===== src/rtl/multicycle_addsub.sv =====
// ----------------------------------------------------------------------------
// multicycle_addsub
//   WIDTH-bit two's-complement adder/subtractor that handles CHUNK bits per
//   clock. A registered carry links the chunks, so the adder itself is only
//   CHUNK bits wide. One operation takes N = WIDTH/CHUNK RUN cycles.
//
// Ports
//   clk, rst_n       clock, asynchronous active-low reset
//   start            request, sampled only while idle
//   subtract         0: A+B, 1: A-B (latched with start)
//   A, B             operands (latched with start)
//   busy             operation in progress
//   done             one-cycle pulse, Result and flags valid
//   Result           sum/difference, held until the next operation completes
//   Cout             carry out of MSB (subtract: 1 = no borrow)
//   Overflow         signed overflow
//   Zero, Negative   Result == 0, Result[WIDTH-1]
//
// state | meaning
// ------+--------------------------------------------------
// IDLE  | waiting for start; Result and flags hold
// RUN   | one chunk per cycle, chunk index idx counts up to N-1
// ----------------------------------------------------------------------------
module multicycle_addsub #(
    parameter int WIDTH = 16,
    parameter int CHUNK = 4
) (
    input  logic             clk,
    input  logic             rst_n,
    input  logic             start,
    input  logic             subtract,
    input  logic [WIDTH-1:0] A,
    input  logic [WIDTH-1:0] B,
    output logic             busy,
    output logic             done,
    output logic [WIDTH-1:0] Result,
    output logic             Cout,
    output logic             Overflow,
    output logic             Zero,
    output logic             Negative
);

    localparam int N  = WIDTH / CHUNK;
    localparam int IW = (N > 1) ? $clog2(N) : 1;

    localparam logic [0:0] IDLE = 1'b0;
    localparam logic [0:0] RUN  = 1'b1;

    logic [0:0]       state;
    logic [IW-1:0]    idx;
    logic [WIDTH-1:0] a_r;
    logic [WIDTH-1:0] b_r;      // already inverted for subtraction
    logic [WIDTH-1:0] part_r;
    logic             carry_r;

    int               lsb;
    logic [CHUNK-1:0] a_ch;
    logic [CHUNK-1:0] b_ch;
    logic [CHUNK:0]   ch_sum;
    logic [WIDTH-1:0] merged;
    logic             msb_cin;
    logic             last;

    always_comb begin
        lsb     = int'(idx) * CHUNK;
        a_ch    = a_r[lsb +: CHUNK];
        b_ch    = b_r[lsb +: CHUNK];
        ch_sum  = {1'b0, a_ch} + {1'b0, b_ch} + {{CHUNK{1'b0}}, carry_r};
        merged  = part_r;
        merged[lsb +: CHUNK] = ch_sum[CHUNK-1:0];
        // Carry into the MSB recovered from the sum bit: s = a ^ b ^ cin.
        // Only meaningful on the last chunk, which is the only time it is used.
        msb_cin = a_r[WIDTH-1] ^ b_r[WIDTH-1] ^ ch_sum[CHUNK-1];
        last    = (idx == IW'(N - 1));
    end

    always_ff @(posedge clk or negedge rst_n) begin
        if (!rst_n) begin
            state    <= IDLE;
            idx      <= '0;
            a_r      <= '0;
            b_r      <= '0;
            part_r   <= '0;
            carry_r  <= 1'b0;
            busy     <= 1'b0;
            done     <= 1'b0;
            Result   <= '0;
            Cout     <= 1'b0;
            Overflow <= 1'b0;
            Zero     <= 1'b0;
            Negative <= 1'b0;
        end else begin
            done <= 1'b0;
            case (state)
                IDLE: begin
                    if (start) begin
                        a_r     <= A;
                        b_r     <= subtract ? ~B : B;
                        carry_r <= subtract;
                        part_r  <= '0;
                        idx     <= '0;
                        busy    <= 1'b1;
                        state   <= RUN;
                    end
                end
                RUN: begin
                    part_r  <= merged;
                    carry_r <= ch_sum[CHUNK];
                    if (last) begin
                        Result   <= merged;
                        Cout     <= ch_sum[CHUNK];
                        Overflow <= msb_cin ^ ch_sum[CHUNK];
                        Zero     <= (merged == '0);
                        Negative <= merged[WIDTH-1];
                        idx      <= '0;
                        busy     <= 1'b0;
                        done     <= 1'b1;
                        state    <= IDLE;
                    end else begin
                        idx <= idx + 1'b1;
                    end
                end
                default: state <= IDLE;
            endcase
        end
    end

endmodule


===== config.mk =====
export PLATFORM = sky130hd
export DESIGN_NAME = multicycle_addsub
export DESIGN_NICKNAME = d
export VERILOG_FILES = /design/src/rtl/multicycle_addsub.sv
export SDC_FILE = /design/constraint.sdc
export NUM_CORES = 1
export LEC_CHECK = 0
export CAP_MARGIN = 20
export CORE_MARGIN = 5
export CORE_UTILIZATION = 48
export CTS_CLUSTER_DIAMETER = 200
export DETAILED_ROUTE_END_ITERATION = 8
export PLACE_DENSITY_LB_ADDON = 0.05
export SLEW_MARGIN = 0
export SYNTH_ARGS = -nofsm -noshare
export SYNTH_HDL_FRONTEND = slang
export SYNTH_SLANG_ARGS = --single-unit

===== constraint.sdc =====
create_clock -name clk -period 2.85 [get_ports clk]
set_clock_uncertainty 0.15 [all_clocks]
set_input_delay 0.285 -clock clk [delete_from_list [all_inputs] [get_ports clk]]
set_output_delay 0.285 -clock clk [all_outputs]
set_load 0.01 [all_outputs]

==> impl_metrics.yaml <==
# synthesis and place-and-route metrics
cts:
  clkTransAtPathRegs_ns: 0.07
  clkSinkCount: 73
  clock_latency_ns: 0.35
  cts_buffer_depth: 2
  cts_made_buffers: 9
  cts_tree: "yes"
yosys:
  synth_warnings: 0
  yosysCellCount: 330
  numSynthFlops: 73
  synthCells: 330
  syn_area_per_cell_um2: 11.0
setup_path:
  cp-start-kind: "register"
  path_class: "register to register"
  crit_path_end_kind: "register"
  crit_end: "Result[14]"
  r2r_cells: 9
worst_hold_path:
  hold-path-endpoint: "Result[14]"
  worstHoldPathType: "register to register"
  min_path_cells: 2
floorplan:
  core_mm2: 0.00729
  fp.dieArea_mm2: 0.00940
run:
  warnings: 31
sta:
  slew_headroom_pct: 37.9
power:
  powerDensity_mw_per_mm2: 1290
  p_seq_w: 0.00178
  netSwitchingFraction_pct: 41.7
  top_power_group: "combinational cells"
  pg_comb_w: 0.00330
  power.leakage_nw: 1.92
  p_comb_share_pct: 56.7
  peakVddDrop_mv: 0.552
  clkPwrFrac_pct: 12.7
global_routing:
  grt_max_degree: 41
  grt-ovfl-total: 0
  antenna_found_initial: 0
cells_and_area:
  layout_top_cell: "dfrtp_1"
  areaGrowthSynthToFinish_pct: 24.4
detailed_routing:
  first_pass_iters: 4
  drc: 0
  vias_per_cell: 5.31
  drt_iter0_drc: 233
run_status:
  status: "finished clean"
placement:
  dp.final_hpwl_um: 5760
[kinds of logic after synthesis]
logic type | share of synthesized area (%)
AND-OR/OR-AND | 12.3
XOR/XNOR | 5.03
adder cells (fa/ha/maj) | 4.21
buffers and inverters | 4.97
flip-flops | 50.3
multiplexers | 13.9
AND/OR/NAND/NOR | 9.28
[routing by layer]
| layer | up-vias | share of wire (%) | global-route usage [%] | wire (um) |
|---|---|---|---|---|
| li1 | 1247 | - | - | - |
| met1 | 1277 | 50 | 26.5 | 3960 |
| met2 | 73 | 44 | 25.5 | 3550 |
| met3 | 9 | 4.8 | 4.24 | 384 |
| met4 | 0 | 1.3 | 6.16 | 102 |
| met5 | - | 0 | 0 | 0 |
[registers in the layout, summed over array words and instances, names as in the netlist]
name	count
Overflow	1
carry_r	1
a_r	16
part_r	16
b_r	16
done	1
idx	2
Result	16
Zero	1
Cout	1
state	1
busy	1
[synthesized netlist by cell type, types with 2 or more instances]
| cell | count | area share [%] |
|---|---|---|
| mux2i_1 | 2 | 0.55 |
| mux2_2 | 27 | 8.4 |
| o21ai_0 | 25 | 3.4 |
| nand4_1 | 3 | 0.52 |
| o32ai_1 | 2 | 0.48 |
| a21oi_1 | 8 | 1.1 |
| nor2_1 | 6 | 0.62 |
| nand3_1 | 6 | 0.83 |
| inv_1 | 23 | 2.4 |
| ha_1 | 9 | 3.1 |
| buf_2 | 6 | 0.83 |
| mux4_2 | 8 | 5.0 |
| fa_1 | 2 | 1.1 |
| xnor2_1 | 18 | 4.3 |
| buf_1 | 4 | 0.41 |
| nand2_1 | 46 | 4.8 |
| dfrtp_1 | 73 | 50 |
| o22ai_1 | 8 | 1.4 |
| nand2b_1 | 7 | 1.2 |
| o31ai_1 | 14 | 2.9 |
| clkbuf_1 | 10 | 1.0 |
| nor3_1 | 4 | 0.55 |
[per-stage QoR]
step | setup WS [ns] | instance area, um^2 | utilization [%] | hold WS (ns)
after detailed placement | -0.0207 | 4310 | 59.1 | 0.259
after CTS | 0.0294 | 4500 | 61.7 | 0.336
final | 0.109 | 4510 | 61.9 | 0.329
after floorplan | 0.00219 | 3640 | - | -0.161
after global placement | 0.0622 | 4310 | 59.1 | 0.252
after global routing | -0.00849 | 4510 | 61.9 | 0.353
[repair_timing]
action	4_1_cts	5_1_grt
setup endpoints to repair	5	13
endpoints found under the hold margin	33	0
gates resized	1	3
pin swaps	0	1
setup buffers	0	1
hold buffers	1	0
[critical path: stages (launching register included)]
cell and delay [ns]:
dfrtp_2 0.44, mux4_2 0.54, fa_2 0.39, inv_1 0.09
fa_2 0.23, xor2_2 0.18, buf_4 0.19, nor2_1 0.07
a21oi_1 0.22, o21ai_0 0.11
[area by class of cell]
cell class              count  area (um^2)  area share [%]
well taps                  99          124            2.74
flip-flops and latches     73         1830            40.5
clock buffers              11          151            3.35
inverters                  24         90.1            2.00
clock inverters             5         30.0           0.665
multi-input cells         212         1630            36.2
repair buffers             67          656            14.5
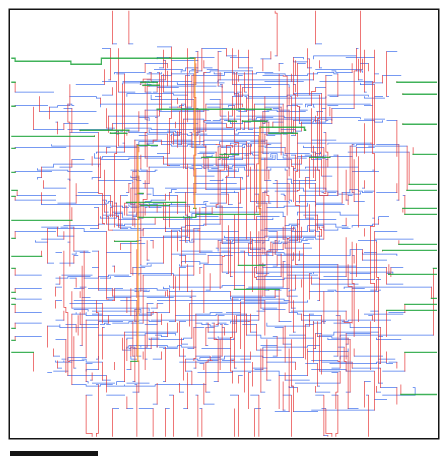
(metal layers overlaid)
Scale bar: 20 um.
met3: shown in green, wire length 385 um. met1: shown in blue, wire length 3,960 um. met2: shown in red, wire length 3,550 um. met4: shown in orange, wire length 103 um.
gr usage total: 17.8%
Routed WL: 8000 um
vias: 2,606

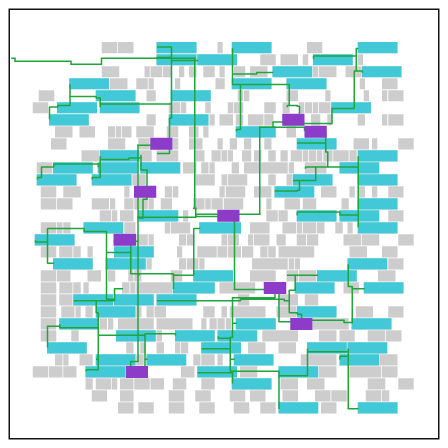
(routed clock nets over the placement)
flip-flops: shown in cyan, count 73. cells driving clock nets: shown in purple, count 9. clock wires: shown in green, length 913 um.
Position of the flops: spread over the die. There are 10 routed clock nets.

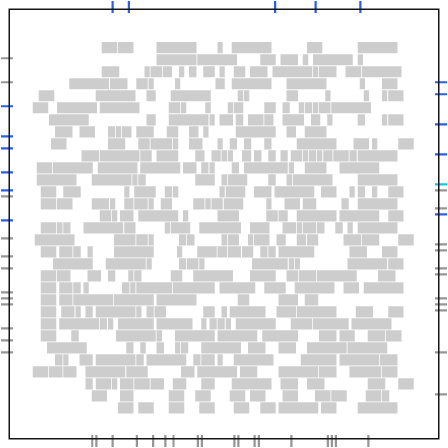
(pin placement)
Pins as bars across the die edge, other pins in gray.
Result: shown in blue, pins 16, direction output, edge 6 west, 5 north, 5 east. Zero: shown in cyan, pins 1, direction output, edge east.
Die W: 96.9 um
port bufs: 57
chip height: 96.9 um

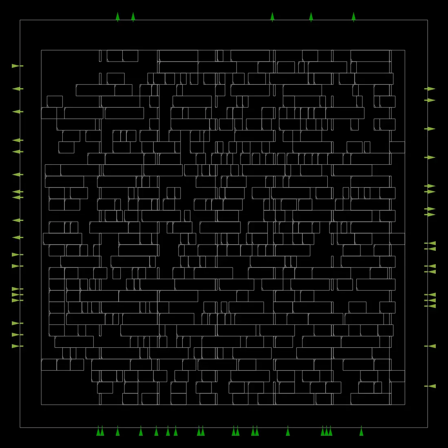
(placed standard cells)
Std-Cell Rows: 31
sequential cell area share: 40.5%
Non-Filler Instances: 491
Flops: 73
tap cells: 99

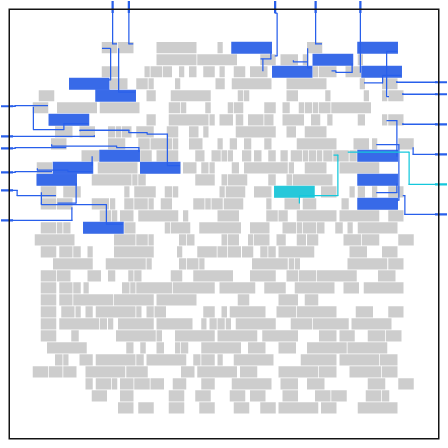
(nets reached from selected ports)
Result: shown in blue, bits 16, direction output, edge 6 west, 5 north, 5 east, end cells 16, buffers 16, wire 394 um. Zero: shown in cyan, bits 1, direction output, edge east, end cells 1, buffers 1, wire 47.8 um.
# IOs: 58

No activity file was given, so power comes from the tool's default toggle rates.
